Design if_stage, sky130hd; sources not shown.
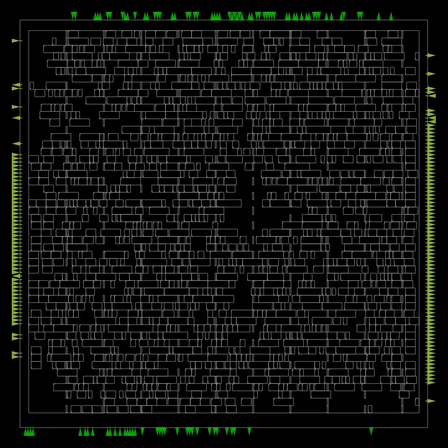
(images/final_placement.png)
Seq cells: 188
tap cells: 270
fin cells: 1,618
fill cell count: 1,896

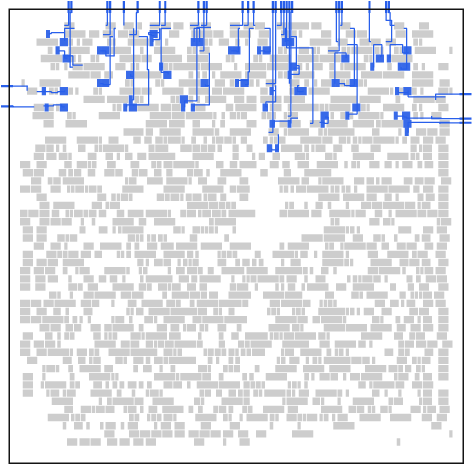
(images/port_nets.png)
Scale: 3 px per um.
[`imem_rd_data`] blue | bits: 32 | direction: input | edge: 27 top, 3 right, 2 left | end cells: 64 | buffers: 32 | wire: 956 um
number of buffers added on ports: 221
I/O pins: 232

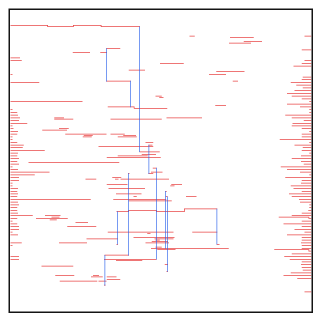
(images/metal_stack.png)
Scale: 2 px per um. Only two layers are drawn.
[met3] red | wire length: 1,850 um
[met4] blue | wire length: 307 um
DR vias: 8,981
Post-Route WL: 27.0 mm
Avg WL per Cell: 16.7 um

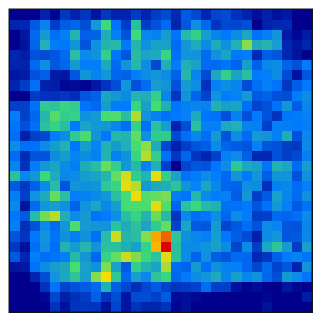
(images/wire_density.png)
Scale: 2 px per um. The die is cut into 30 by 30 equal tiles; dark blue is low, red is high, scaled to the fullest tile. Values are wire area over tile area, all layers added.
nearly empty tiles: 6.6%
tiles over half the peak: 5.3%
densest ninth of the die: middle
fullest tile: 0.74
mean over tiles: 0.19
GRT Util Overall: 0.230

==> flow_summary.json <==
{
  "cts_setup_buffers": 0,
  "comb_area_share": 0.423,
  "wl_met1_mm": 13.2,
  "min_path_cells": 2,
  "seq_share": 0.307,
  "top_cells_by_area": "dfxtp_1 (40%), nand2_1 (8.3%), mux2i_1 (5.8%)",
  "firstDrtPassIters": 5,
  "path_max_fanout": 6,
  "topRoutingLayerUsed": "met4",
  "num-nonclk-buffers": 235,
  "area_growth_pct": 29.8,
  "clk-insertion-delay-late_ns": 0.44,
  "top_area_cell": "dfxtp_1",
  "cts_buffer_depth": 2,
  "placedCellCount": 1586,
  "drc": 0,
  "post-route-util": 0.600,
  "nClkBuffers": 18,
  "die-height_um": 151,
  "final-comb-area_um2": 5180,
  "antenna_found_initial": 0,
  "gp_congestion": 0.867,
  "nets": 1443,
  "grtUsageMet3": 0.0491,
  "vdd_ir_drop_max_mv": 0.198,
  "finalCriticalPeriod_ns": 3.90,
  "maxPowerGroup": "registers",
  "final-max-slew-violation-count": 0,
  "fin_tns_setup_ns": 0,
  "fp-utilization": 0.462,
  "mux_area_frac": 0.0583,
  "status": "completed",
  "warnings": 33,
  "power_density_nw_per_um2": 284,
  "ys_async_sr_fraction": 0,
  "crit_type": "reg2out",
  "cap_violations": 0,
  "setup_violations": 0,
  "vias_per_cell": 5.55,
  "grt_max_degree": 77
}
